## src/rtl/btn_pkg.sv

```systemverilog
// Shared constants and types for the button command scheduler.
package btn_pkg;

  localparam int unsigned NUM_BTN = 5;
  localparam int unsigned ID_W    = 3;

  localparam logic [ID_W-1:0] BTN_C = 3'd0;
  localparam logic [ID_W-1:0] BTN_U = 3'd1;
  localparam logic [ID_W-1:0] BTN_D = 3'd2;
  localparam logic [ID_W-1:0] BTN_L = 3'd3;
  localparam logic [ID_W-1:0] BTN_R = 3'd4;

  typedef enum logic [1:0] {
    ST_IDLE   = 2'd0,
    ST_HELD   = 2'd1,
    ST_REPEAT = 2'd2
  } hold_state_e;

  typedef struct packed {
    logic [ID_W-1:0] id;
    logic            is_long;
  } cmd_t;

endpackage

```

## src/rtl/btn_debounce_tick.sv

```systemverilog
// Tick-gated shift-register debouncer for one button: the level flips only
// after DEPTH consecutive identical samples.
module btn_debounce_tick #(
  parameter int unsigned DEPTH = 14
) (
  input  logic clk,
  input  logic rst,
  input  logic tick_i,
  input  logic btn_i,
  output logic level_o
);

  logic [DEPTH-1:0] sh_q, sh_d, shifted;
  logic             level_q, level_d;

  assign shifted = {sh_q[DEPTH-2:0], btn_i};

  always_comb begin
    sh_d    = sh_q;
    level_d = level_q;
    if (tick_i) begin
      sh_d = shifted;
      if (&shifted) begin
        level_d = 1'b1;
      end else if (~|shifted) begin
        level_d = 1'b0;
      end
    end
  end

  always_ff @(posedge clk or posedge rst) begin
    if (rst) begin
      sh_q    <= '0;
      level_q <= 1'b0;
    end else begin
      sh_q    <= sh_d;
      level_q <= level_d;
    end
  end

  assign level_o = level_q;

endmodule

```

## src/rtl/btn_cmd_scheduler.sv

```systemverilog
// Debounces five buttons and issues short-press and long/auto-repeat commands
// through a single valid/ready output register.
module btn_cmd_scheduler
  import btn_pkg::*;
#(
  parameter int unsigned CLK_HZ       = 100_000_000,
  parameter int unsigned SAMPLE_HZ    = 1000,
  parameter int unsigned DEPTH        = 14,
  parameter int unsigned LONG_TICKS   = 1000,
  parameter int unsigned REPEAT_TICKS = 200
) (
  input  logic               clk,
  input  logic               rst,
  input  logic [NUM_BTN-1:0] btn,
  output logic               cmd_valid,
  input  logic               cmd_ready,
  output logic [ID_W-1:0]    cmd_id,
  output logic               cmd_long,
  output logic [NUM_BTN-1:0] btn_level
);

  localparam int unsigned DIV      = CLK_HZ / SAMPLE_HZ;
  localparam int unsigned DIV_W    = (DIV > 1) ? $clog2(DIV) : 1;
  localparam int unsigned HOLD_MAX = (LONG_TICKS > REPEAT_TICKS) ? LONG_TICKS : REPEAT_TICKS;
  localparam int unsigned CNT_W    = $clog2(HOLD_MAX + 1);

  localparam logic [DIV_W-1:0] DIV_LAST  = DIV_W'(DIV - 1);
  localparam logic [CNT_W-1:0] CNT_SAT   = '1;
  localparam logic [CNT_W-1:0] LONG_LAST = CNT_W'(LONG_TICKS - 1);
  localparam logic [CNT_W-1:0] REP_LAST  = CNT_W'(REPEAT_TICKS - 1);

  logic [DIV_W-1:0]   div_q, div_d;
  logic               sample_tick;
  logic [NUM_BTN-1:0] level, level_prev_q, rise;
  logic [NUM_BTN-1:0] pending_q, pending_d;
  logic               long_req_q, long_req_d;
  hold_state_e        state_q, state_d;
  logic [ID_W-1:0]    k_q, k_d;
  logic [CNT_W-1:0]   cnt_q, cnt_d, cnt_inc;
  cmd_t               out_q, out_d;
  logic               valid_q, valid_d;
  logic [ID_W-1:0]    sel_id;
  logic               sel_any, short_load, long_set, long_busy, k_level;

  // Free-running sample divider; tick on the last count before wrap.
  assign sample_tick = (div_q == DIV_LAST);
  assign div_d       = sample_tick ? '0 : div_q + DIV_W'(1);

  for (genvar i = 0; i < NUM_BTN; i++) begin : g_db
    btn_debounce_tick #(.DEPTH(DEPTH)) u_db (
      .clk     (clk),
      .rst     (rst),
      .tick_i  (sample_tick),
      .btn_i   (btn[i]),
      .level_o (level[i])
    );
  end

  assign rise      = level & ~level_prev_q;
  assign k_level   = level[k_q];
  assign cnt_inc   = (cnt_q == CNT_SAT) ? cnt_q : cnt_q + CNT_W'(1);
  assign long_busy = long_req_q | (valid_q & out_q.is_long);

  // Lowest index wins: C has highest priority.
  always_comb begin
    sel_id  = BTN_C;
    sel_any = 1'b0;
    for (int i = NUM_BTN - 1; i >= 0; i--) begin
      if (pending_q[i]) begin
        sel_id  = ID_W'(i);
        sel_any = 1'b1;
      end
    end
  end

  always_comb begin
    state_d    = state_q;
    k_d        = k_q;
    cnt_d      = cnt_q;
    long_req_d = long_req_q;
    pending_d  = pending_q | rise;
    out_d      = out_q;
    valid_d    = valid_q;
    short_load = 1'b0;
    long_set   = 1'b0;

    // Output register refills when empty or being accepted.
    if (!valid_q || cmd_ready) begin
      valid_d = 1'b0;
      if (sel_any) begin
        valid_d           = 1'b1;
        out_d             = '{id: sel_id, is_long: 1'b0};
        pending_d[sel_id] = 1'b0;
        short_load        = 1'b1;
      end else if (long_req_q && k_level) begin
        valid_d    = 1'b1;
        out_d      = '{id: k_q, is_long: 1'b1};
        long_req_d = 1'b0;
      end
    end

    // A served short press (re)targets the hold FSM; release of k cancels it.
    if (short_load) begin
      state_d    = ST_HELD;
      k_d        = sel_id;
      cnt_d      = '0;
      long_req_d = 1'b0;
    end else if (state_q != ST_IDLE && !k_level) begin
      state_d    = ST_IDLE;
      cnt_d      = '0;
      long_req_d = 1'b0;
    end else if (sample_tick) begin
      case (state_q)
        ST_HELD: begin
          if (cnt_q >= LONG_LAST) begin
            state_d  = ST_REPEAT;
            cnt_d    = '0;
            long_set = 1'b1;
          end else begin
            cnt_d = cnt_inc;
          end
        end
        ST_REPEAT: begin
          if (cnt_q >= REP_LAST) begin
            cnt_d    = '0;
            long_set = 1'b1;
          end else begin
            cnt_d = cnt_inc;
          end
        end
        default: cnt_d = cnt_q;
      endcase
    end

    // Expiring period while a long command is still in flight is dropped.
    if (long_set && !long_busy) begin
      long_req_d = 1'b1;
    end
  end

  always_ff @(posedge clk or posedge rst) begin
    if (rst) begin
      div_q        <= '0;
      level_prev_q <= '0;
      pending_q    <= '0;
      long_req_q   <= 1'b0;
      state_q      <= ST_IDLE;
      k_q          <= BTN_C;
      cnt_q        <= '0;
      out_q        <= '0;
      valid_q      <= 1'b0;
    end else begin
      div_q        <= div_d;
      level_prev_q <= level;
      pending_q    <= pending_d;
      long_req_q   <= long_req_d;
      state_q      <= state_d;
      k_q          <= k_d;
      cnt_q        <= cnt_d;
      out_q        <= out_d;
      valid_q      <= valid_d;
    end
  end

  assign cmd_valid = valid_q;
  assign cmd_id    = out_q.id;
  assign cmd_long  = out_q.is_long;
  assign btn_level = level;

endmodule

```

## config.mk

```make
export PLATFORM = sky130hd
export DESIGN_NAME = btn_cmd_scheduler
export DESIGN_NICKNAME = d
export VERILOG_FILES = /design/src/rtl/btn_pkg.sv /design/src/rtl/btn_debounce_tick.sv /design/src/rtl/btn_cmd_scheduler.sv
export SDC_FILE = /design/constraint.sdc
export NUM_CORES = 1
export LEC_CHECK = 0
export CAP_MARGIN = 20
export CORE_ASPECT_RATIO = 1.75
export CORE_MARGIN = 8
export CORE_UTILIZATION = 55
export DETAILED_ROUTE_END_ITERATION = 16
export PLACE_DENSITY = 0.72
export RECOVER_POWER = 50
export SYNTH_ARGS = -nofsm -noshare
export SYNTH_HDL_FRONTEND = slang
export SYNTH_SLANG_ARGS = --single-unit
```

## constraint.sdc

```tcl
create_clock -name clk -period 10.72 [get_ports clk]
set_input_delay 2.144 -clock clk [delete_from_list [all_inputs] [get_ports clk]]
set_output_delay 2.144 -clock clk [all_outputs]
set_load 0.03 [all_outputs]
```

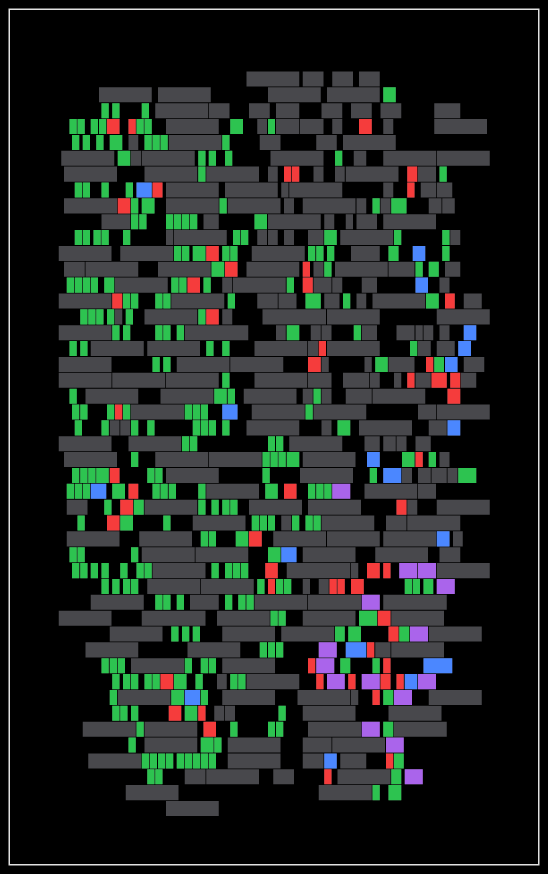
(images/gate_families.png)
green -> NAND gates  # cells 270
red -> NOR gates  # cells 56
blue -> AND and OR gates  # cells 18
purple -> XOR/XNOR gates  # cells 15, where south-east
combinational share of cell area: 0.3569
most frequent logic cell in the layout: nand2_1
Final Non-Filler Cells: 741

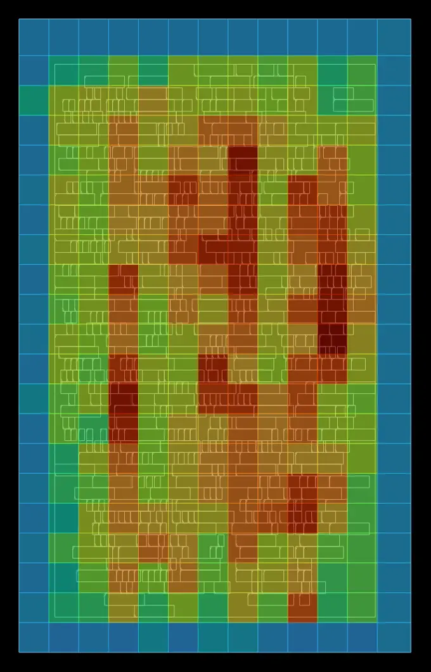
(images/final_congestion.png)
met1 usage: 0.1957
grt peak-use layer: met2

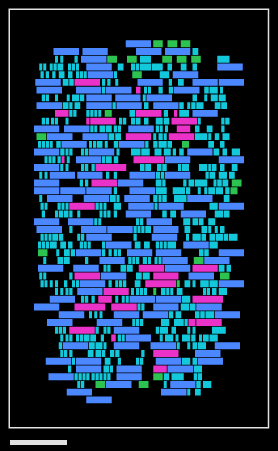
(images/cell_classes.png)
Scale bar: 20 um.
cyan -> all other logic  # cells 447
green -> other buffers and delay cells  # cells 22
magenta -> clock drivers and dummy loads  # cells 32
blue -> flip-flops  # cells 118
final instance area: 0.006208 mm2
post-layout util: 0.6557
core footprint: 0.009468 mm2
register fraction of the total cell area: 0.4756

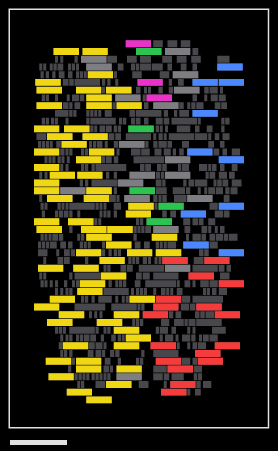
(images/registers.png)
Scale bar: 20 um.
green -> pending_q  # flops 5, where center
red -> div_q  # flops 17
yellow -> g_db.u_db.sh_q  # flops 65
magenta -> cmd_id  # flops 3
blue -> cnt_q  # flops 10
Seq power: 471 uW
Seq. cell area: 0.002953 mm2

==> Changelog: implementation <==
### Physical design

* Outcome: finished, violations left
* Failing checks: max-capacitance violations, max-slew violations
* Setup TNS at 0 ns
* Via density at 5.575
* Comb. cell area at 0.002216 mm2
* TritonCTS clock tree: done
* Area of the die at 0.01326 mm2
* Vias in the first global route at 4225
* FP Util at 0.5651
* Flip-flops with a built-in enable at 0
* Setup Skew at 0.01093 ns
* WL met1 at 4421 um
* Height of the die at 146.5 um
* R2R setup slack at 4.98 ns
* All-Layer GR Usage at 0.1797
* RSZ-0062 raised after global routing: false
* Post-Syn Area at 0.005350 mm2
* Initial antenna violation count at 0
* CP endpoint kind: flip-flop
* Global route total overflow at 0
* First-pass detailed-route iteration total at 7
* Met2 Resource Use GR at 0.3193
* Biggest area cells: dfrtp_1 (55%), nand2_1 (16%), nand4_1 (2.6%)
* Hold Path Class: reg2reg
* Worst r2r src: div_q[12]$_DFF_PP0_
* Die W at 90.56 um
* Commonest cells in the netlist: nand2_1 (225), dfrtp_1 (118), nor2_1 (24)
* Area leader share at 0.5519
* Normalized max-slew margin at -0.9100
* Routed Antenna Nets at 0
* PD cells at 188.2 mW/mm2
* Cell Area, Placed at 0.005573 mm2
* Fin Hold WS at 0.4352 ns
* WP data required at 11.00 ns
* Synthesized instance count at 592
* Met3 usage in global routing at 0.03388
* Clock transition time at the flip-flop clock pins of the worst setup and hold paths at 0.06 ns
* Total wire length at 11110 um
* YS warnings at 0
* Post_cts resized at 0
* Largest register FFs at 65
* Filler cells at 758
* Num rows at 47
* Hold-critical path endpoint: pending_q[2]$_DFF_PP0_
* Max-Cap Viols at 4
* Setup WS pre-CTS at 6.714 ns
* Post-Syn Nets at 605
* PnR worst setup slack at 4.976 ns
* MUX area fraction at 0.01029
* Clk ins delay skew pair at 0.40 ns
* Tool warning count at 28
* Commonest flop: dfrtp_1
* Met3 wire length at 261 um
* XORs/XNORs by Area at 0.02456
* Post-CTS Setup Bufs at 0
* Placed Cells incl. Taps at 709
* Cell count listed in synth_stat.txt at 592
* Cell Type Count at 44
* GPL Wtd Cong at 0.9298
* Ao+oa area frac at 0.08209
* Layout cells sized above 1 at 0.06624
* Final Max Tran Viols at 201
* Chip area in the Yosys report at 0.005350 mm2
* Vias at 4131
* Fmax at 174.1 MHz
* Crit path kind: reg2reg
* Leak at 2.997 nW
* Reg-to-reg endpoint: cnt_q[5]$_DFFE_PP0P_
* Clk buf depth at 2
* Min-Delay Path Depth at 1
* Number of I/O port buffers at 17
[area by class of cell]
type / instances / share of cell area
Clock buffer: 24 / 0.07920
Inverter: 7 / 0.004434
Tap cell: 122 / 0.02459
Sequential cell: 118 / 0.4756
Clock inverter: 8 / 0.02701
Multi-Input combinational cell: 440 / 0.3569
Timing Repair Buffer: 22 / 0.03225
[worst max-delay path, cell delays in order, from the launching register on]
cell      delay, ns
dfrtp_1        0.43
or4b_4         0.59
nor4_1         1.98
clkbuf_1       1.95
a21boi_0       0.33
a31oi_1        0.25
a21oi_1        0.09
[report_power, final]
| part | total [mW] | switching (mW) | leakage [nW] | internal (mW) |
|---|---|---|---|---|
| clock | 0.623 | 0.187 | 0.320 | 0.437 |
| sequential | 0.471 | 0.0118 | 1.60 | 0.459 |
| combinational | 0.0746 | 0.0449 | 1.08 | 0.0297 |
Power figures rest on the tool's default switching activity, not on a simulated workload.
